### Metal layers overlaid

Only two layers are drawn.
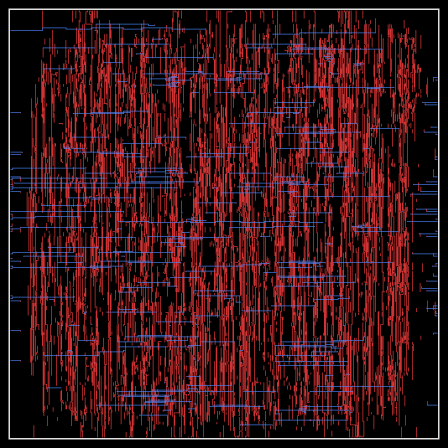
### Placement density heat map

The bar under the picture is 50 um long. 23 x 23 tiles, from dark purple (low) to yellow (high), 0 to 100% covered.
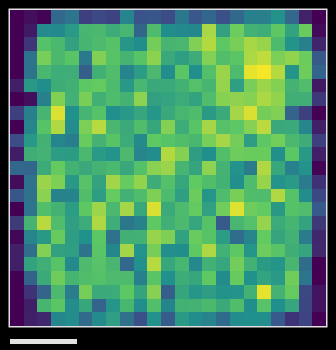
[src/rtl/row_buf_pkg.sv]
// rtl/row_buf_pkg.sv - shared types, default parameters and width helpers for row_buf_bank
// Purpose: read-FSM state type, default parameter values and the index/bank
//          pointer width functions used by row_buf_bank and row_buf_mem.
// Ports:   none (package).
package row_buf_pkg;

   typedef enum logic {
      IDLE   = 1'b0,
      STREAM = 1'b1
   } rd_state_t;

   localparam int DEF_DATA_W    = 64;
   localparam int DEF_ROW_WORDS = 4;
   localparam int DEF_NUM_BANKS = 2;
   localparam int DEF_REP_W     = 4;

   // Word index width inside one row; never narrower than one bit.
   function automatic int idx_w(input int row_words);
      return (row_words > 1) ? $clog2(row_words) : 1;
   endfunction

   // Bank pointer width; never narrower than one bit.
   function automatic int bank_w(input int num_banks);
      return (num_banks > 1) ? $clog2(num_banks) : 1;
   endfunction

endpackage

[src/rtl/row_buf_mem.sv]
// rtl/row_buf_mem.sv - one row bank: register array with a write port and an asynchronous read
// Purpose: holds ROW_WORDS words of one bank. Synchronous reset clears every word.
// Ports:   clk, rst          - clock, synchronous active-high reset
//          we, waddr, wdata  - write port
//          raddr, rdata      - asynchronous read port
module row_buf_mem
   import row_buf_pkg::*;
#(
   parameter int DATA_W    = DEF_DATA_W,
   parameter int ROW_WORDS = DEF_ROW_WORDS
) (
   input  logic                          clk,
   input  logic                          rst,
   input  logic                          we,
   input  logic [idx_w(ROW_WORDS)-1:0]   waddr,
   input  logic [DATA_W-1:0]             wdata,
   input  logic [idx_w(ROW_WORDS)-1:0]   raddr,
   output logic [DATA_W-1:0]             rdata
);

   logic [DATA_W-1:0] words [ROW_WORDS];

   always_ff @(posedge clk) begin
      if (rst) begin
         for (int i = 0; i < ROW_WORDS; i++) begin
            words[i] <= '0;
         end
      end else if (we) begin
         words[waddr] <= wdata;
      end
   end

   assign rdata = words[raddr];

endmodule

[src/rtl/row_buf_bank.sv]
// rtl/row_buf_bank.sv - multi-bank row buffer between the input FIFO and the PE array
// Purpose: rows are written into a free bank and committed; committed rows are
//          streamed word by word (optionally replayed) over a valid/ready handshake
//          while the next bank fills.
// Ports:   clk, rst                         - clock, synchronous active-high reset
//          wr_en, wr_addr, wr_data          - word write into the current write bank
//          wr_commit, wr_repeat, wr_ready   - commit current bank with replay count; bank free
//          out_data, out_valid, out_ready   - registered word stream to the PE array
//          out_first, out_last              - word 0 of a pass; last word of the final pass
//          ovf                              - sticky: write/commit attempted while not ready
module row_buf_bank
   import row_buf_pkg::*;
#(
   parameter int DATA_W    = DEF_DATA_W,
   parameter int ROW_WORDS = DEF_ROW_WORDS,
   parameter int NUM_BANKS = DEF_NUM_BANKS,
   parameter int REP_W     = DEF_REP_W
) (
   input  logic                          clk,
   input  logic                          rst,
   input  logic                          wr_en,
   input  logic [idx_w(ROW_WORDS)-1:0]   wr_addr,
   input  logic [DATA_W-1:0]             wr_data,
   input  logic                          wr_commit,
   input  logic [REP_W-1:0]              wr_repeat,
   output logic                          wr_ready,
   output logic [DATA_W-1:0]             out_data,
   output logic                          out_valid,
   input  logic                          out_ready,
   output logic                          out_first,
   output logic                          out_last,
   output logic                          ovf
);

   localparam int IDX_W  = idx_w(ROW_WORDS);
   localparam int BANK_W = bank_w(NUM_BANKS);
   localparam logic [IDX_W-1:0] LAST_IDX = IDX_W'(ROW_WORDS - 1);

   rd_state_t         state, state_nxt;
   logic [BANK_W-1:0] wr_bank, rd_bank, rd_bank_inc, rd_bank_nxt, ld_bank;
   logic [NUM_BANKS-1:0] full;
   logic [REP_W-1:0]  rep [NUM_BANKS];
   logic [IDX_W-1:0]  idx, idx_inc, idx_nxt, ld_idx;
   logic [REP_W-1:0]  pass, pass_nxt;
   logic              valid_nxt, first_nxt, last_nxt;
   logic              load, release_row, xfer;
   logic              wr_ok, commit_ok;
   logic [DATA_W-1:0] bank_rdata [NUM_BANKS];
   logic [DATA_W-1:0] ld_word;

   assign wr_ready    = !full[wr_bank];
   assign wr_ok       = wr_en && wr_ready;
   assign commit_ok   = wr_commit && wr_ready;
   assign xfer        = out_valid && out_ready;
   assign rd_bank_inc = rd_bank + 1'b1;
   assign idx_inc     = idx + 1'b1;

   // All banks share one read index; the bank being loaded is selected after.
   for (genvar b = 0; b < NUM_BANKS; b++) begin : g_bank
      row_buf_mem #(
         .DATA_W    (DATA_W),
         .ROW_WORDS (ROW_WORDS)
      ) u_mem (
         .clk   (clk),
         .rst   (rst),
         .we    (wr_ok && (wr_bank == BANK_W'(b))),
         .waddr (wr_addr),
         .wdata (wr_data),
         .raddr (ld_idx),
         .rdata (bank_rdata[b])
      );
   end

   assign ld_word = bank_rdata[ld_bank];

   // Write pointer, full flags, replay counts and the sticky overflow flag.
   // A releasing bank is always full and a committing bank is always empty,
   // so release and commit on the same edge never touch the same flag.
   always_ff @(posedge clk) begin
      if (rst) begin
         wr_bank <= '0;
         full    <= '0;
         ovf     <= 1'b0;
         for (int b = 0; b < NUM_BANKS; b++) begin
            rep[b] <= '0;
         end
      end else begin
         if ((wr_en || wr_commit) && !wr_ready) begin
            ovf <= 1'b1;
         end
         for (int b = 0; b < NUM_BANKS; b++) begin
            if (release_row && (rd_bank == BANK_W'(b))) begin
               full[b] <= 1'b0;
            end
            if (commit_ok && (wr_bank == BANK_W'(b))) begin
               full[b] <= 1'b1;
               rep[b]  <= wr_repeat;
            end
         end
         if (commit_ok) begin
            wr_bank <= wr_bank + 1'b1;
         end
      end
   end

   // Read FSM: next state, output register loads and pointer updates.
   always_comb begin
      state_nxt   = state;
      rd_bank_nxt = rd_bank;
      idx_nxt     = idx;
      pass_nxt    = pass;
      valid_nxt   = out_valid;
      first_nxt   = out_first;
      last_nxt    = out_last;
      load        = 1'b0;
      ld_bank     = rd_bank;
      ld_idx      = '0;
      release_row = 1'b0;

      case (state)
         IDLE: begin
            if (full[rd_bank]) begin
               load      = 1'b1;
               idx_nxt   = '0;
               pass_nxt  = rep[rd_bank];
               valid_nxt = 1'b1;
               first_nxt = 1'b1;
               last_nxt  = 1'b0;
               state_nxt = STREAM;
            end
         end
         STREAM: begin
            if (xfer) begin
               if (idx != LAST_IDX) begin
                  load      = 1'b1;
                  ld_idx    = idx_inc;
                  idx_nxt   = idx_inc;
                  first_nxt = 1'b0;
                  last_nxt  = (idx_inc == LAST_IDX) && (pass == '0);
               end else if (pass != '0) begin
                  // Replay: restart the same row from word 0.
                  load      = 1'b1;
                  idx_nxt   = '0;
                  pass_nxt  = pass - 1'b1;
                  first_nxt = 1'b1;
                  last_nxt  = 1'b0;
               end else begin
                  release_row = 1'b1;
                  rd_bank_nxt = rd_bank_inc;
                  if (full[rd_bank_inc]) begin
                     // Next row already committed: chain into it without a bubble.
                     load      = 1'b1;
                     ld_bank   = rd_bank_inc;
                     idx_nxt   = '0;
                     pass_nxt  = rep[rd_bank_inc];
                     first_nxt = 1'b1;
                     last_nxt  = 1'b0;
                  end else begin
                     valid_nxt = 1'b0;
                     first_nxt = 1'b0;
                     last_nxt  = 1'b0;
                     state_nxt = IDLE;
                  end
               end
            end
         end
         default: begin
            state_nxt = IDLE;
         end
      endcase
   end

   always_ff @(posedge clk) begin
      if (rst) begin
         state     <= IDLE;
         rd_bank   <= '0;
         idx       <= '0;
         pass      <= '0;
         out_data  <= '0;
         out_valid <= 1'b0;
         out_first <= 1'b0;
         out_last  <= 1'b0;
      end else begin
         state     <= state_nxt;
         rd_bank   <= rd_bank_nxt;
         idx       <= idx_nxt;
         pass      <= pass_nxt;
         out_valid <= valid_nxt;
         out_first <= first_nxt;
         out_last  <= last_nxt;
         if (load) begin
            out_data <= ld_word;
         end
      end
   end

endmodule

[config.mk]
export PLATFORM = sky130hd
export DESIGN_NAME = row_buf_bank
export DESIGN_NICKNAME = d
export VERILOG_FILES = /design/src/rtl/row_buf_pkg.sv /design/src/rtl/row_buf_mem.sv /design/src/rtl/row_buf_bank.sv
export SDC_FILE = /design/constraint.sdc
export NUM_CORES = 1
export LEC_CHECK = 0
export ABC_CLOCK_PERIOD_IN_PS = 6100
export CORE_MARGIN = 2
export CORE_UTILIZATION = 50
export CTS_CLUSTER_DIAMETER = 150
export DETAILED_ROUTE_END_ITERATION = 12
export GPL_TIMING_DRIVEN = 0
export MAX_ROUTING_LAYER = met4
export PLACE_DENSITY_LB_ADDON = 0.12
export REMOVE_ABC_BUFFERS = 1
export SLEW_MARGIN = 20
export SYNTH_ARGS = -nofsm -noshare
export SYNTH_HDL_FRONTEND = slang
export SYNTH_SLANG_ARGS = --single-unit
[constraint.sdc]
create_clock -name clk -period 6.1 [get_ports clk]
set_input_delay 1.22 -clock clk [delete_from_list [all_inputs] [get_ports clk]]
set_output_delay 1.22 -clock clk [all_outputs]
set_load 0.1 [all_outputs]
==> results.py <==
# Physical implementation metrics
metrics = {
    "setup_path": {
        "worst_setup_path_start_kind": "input pin",
        "crit_family": "simple AND/OR/NAND/NOR gates",
        "r2r_slack_ns": 2.54,
        "crit_type": "in -> reg",
        "slowest_delay_ns": 0.74,
        "cp_num_cells": 8,
        "reg2reg_depth": 8,
        "crit_slowest_cell": "nor2b_4",
        "worst-path-buf-inv": 4,
        "cp-endpoint": "g_bank[0].u_mem.words[0][33]$_SDFFCE_PN0P_",
        "r2r-end": "g_bank[1].u_mem.words[1][33]$_SDFFCE_PN0P_",
        "crit_start": "wr_en",
    },
    "final_timing": {
        "setup_viol": 0,
        "fin_crit_ns": 4.43,
        "fmax_ghz": 0.226,
        "tightestPinTransition_ns": 1.01,
        "hold_slack_ns": 0.469,
        "clock_skew_ns": 0.0151,
        "finalClockPeriodUsage": 0.726,
        "grt_setup_unrepaired": "false",
        "final_hold_viol_count": 0,
        "setup_slack_ns": 1.67,
        "relSlewSlack": 0.326,
        "slew_violations": 0,
    },
    "yosys": {
        "area_leaders": "edfxtp_1, and2_1, dfxtp_1",
        "synth_cell_types": 46,
        "logic_family": "simple AND/OR/NAND/NOR gates",
        "synth_flops": 600,
        "synthesis.area_mm2": 0.0266,
        "yosys_warnings": 0,
        "edf_count": 520,
        "simple_gate_area_frac": 0.224,
        "xor_area_frac": 0.000329,
        "mux_share": 0.0618,
        "aoi_share": 0.0361,
        "yosys.area.top_type": "edfxtp_1",
        "top_cells_by_count": "edfxtp_1, and2_1, nand2_1",
        "synthArstFlopShare": 0,
        "synth-adder-area-share": 0.00141,
        "flop_cell": "edfxtp_1",
        "synthCells": 2074,
        "yosys_area_mm2": 0.0266,
        "netlist.area_leader.share": 0.587,
    },
    "cts": {
        "cts_tree": "built",
        "ctsResizeCount": 0,
        "clkTransAtPathRegs_ns": 0.06,
        "numCtsBuffers": 66,
        "root_buffer": "clkbuf_16",
        "worstSkewPairLatency_ns": 0.60,
        "post_cts_buffers": 0,
        "hold_buffers": 0,
        "htree_levels": 3,
    },
    "routing": {
        "met2_length_um": 36300,
        "dr.first_iter.drc_count": 1536,
        "dr.pass1.iters": 6,
        "drc": 0,
        "wl_met1_um": 29700,
        "highest_layer": "met4",
        "viasPerCell": 5.83,
        "antenna_left": 0,
    },
    "pwr": {
        "pg_comb_mw": 1.15,
        "combPwrFrac": 0.117,
        "p_int_mw": 7.34,
        "p_seq_mw": 4.78,
        "pwr-share-clk": 0.395,
        "leakage_nw": 12.3,
        "switchingPower_mw": 2.47,
        "p_sw_frac": 0.252,
        "p_per_area_mw_per_mm2": 307,
        "p_total_mw": 9.81,
    },
    "layout": {
        "antennaDiodeCount": 6,
        "layout_top_cell": "edfxtp_1",
        "top_regs": "g_bank.u_mem.words x512, out_data x64, rep x8",
        "seq_share": 0.538,
        "dominant-cell-class": "flip-flops and latches",
        "largest_register": "g_bank.u_mem.words",
        "fill_cells": 4146,
        "drive_above_1_share": 0.145,
        "non_clock_inverter_count": 6,
        "combGateArea_mm2": 0.00876,
        "layout_top_cells": "edfxtp_1, and2_1, nand2_1, clkdlybuf4s50_1, and3_1",
        "clock_cell_area_share": 0.0658,
        "nNetsFinal": 2299,
        "buf_share": 0.0941,
        "stdcell_count": 2969,
        "design_area_mm2": 0.0320,
        "seq_cell_count": 600,
        "regArea_mm2": 0.0172,
        "comb_cells": 1301,
        "area_delta_synth_final_pct": 20.3,
    },
    "die": {
        "rows": 84,
        "dieArea_mm2": 0.0550,
        "taps": 688,
        "dieWidth_um": 235,
        "fp.dieH_um": 235,
        "top_level_ports": 144,
    },
    "global_routing": {
        "use_met2": 0.456,
        "grt_use_met3": 0.0434,
        "grt_pass1_wl_um": 108000,
        "grt_pass1_vias": 17525,
        "use_met1": 0.356,
        "busiest_layer": "met2",
        "grt_max_degree": 48,
    },
    "worst_hold_path": {
        "hold_start": "ovf$_SDFFE_PP0P_",
        "hold_end": "ovf$_SDFFE_PP0P_",
        "worstHoldPathCells": 2,
        "holdCritPathClass": "reg -> reg",
    },
    "place": {
        "place.gp.congestion": 0.712,
        "port_buffers": 143,
        "dpl-instance-area_mm2": 0.0299,
        "dp_hpwl_um": 44900,
    },
    "flow_run": {
        "openroad.warnings": 26,
        "cap_violations": 0,
    },
    "run_status": {
        "status": "completed",
    },
}
-- 'Metal layers overlaid' (at the start) --
red -> met2  # wire length 36.3 mm
blue -> met3  # wire length 4800 um
routed len/inst: 24.3 um
Post-Route WL: 72000 um
GRT Total Usage: 0.276
total number of vias: 17322

-- 'Placement density heat map' (at the start) --
nearly empty tiles = 3.8%
mean over tiles = 56%
tiles over 75% full = 20%
core area: 0.0526 mm^2
Post-Route Utilization: 0.609
Initial Util: 0.506

Power and IR drop assume default switching activity.
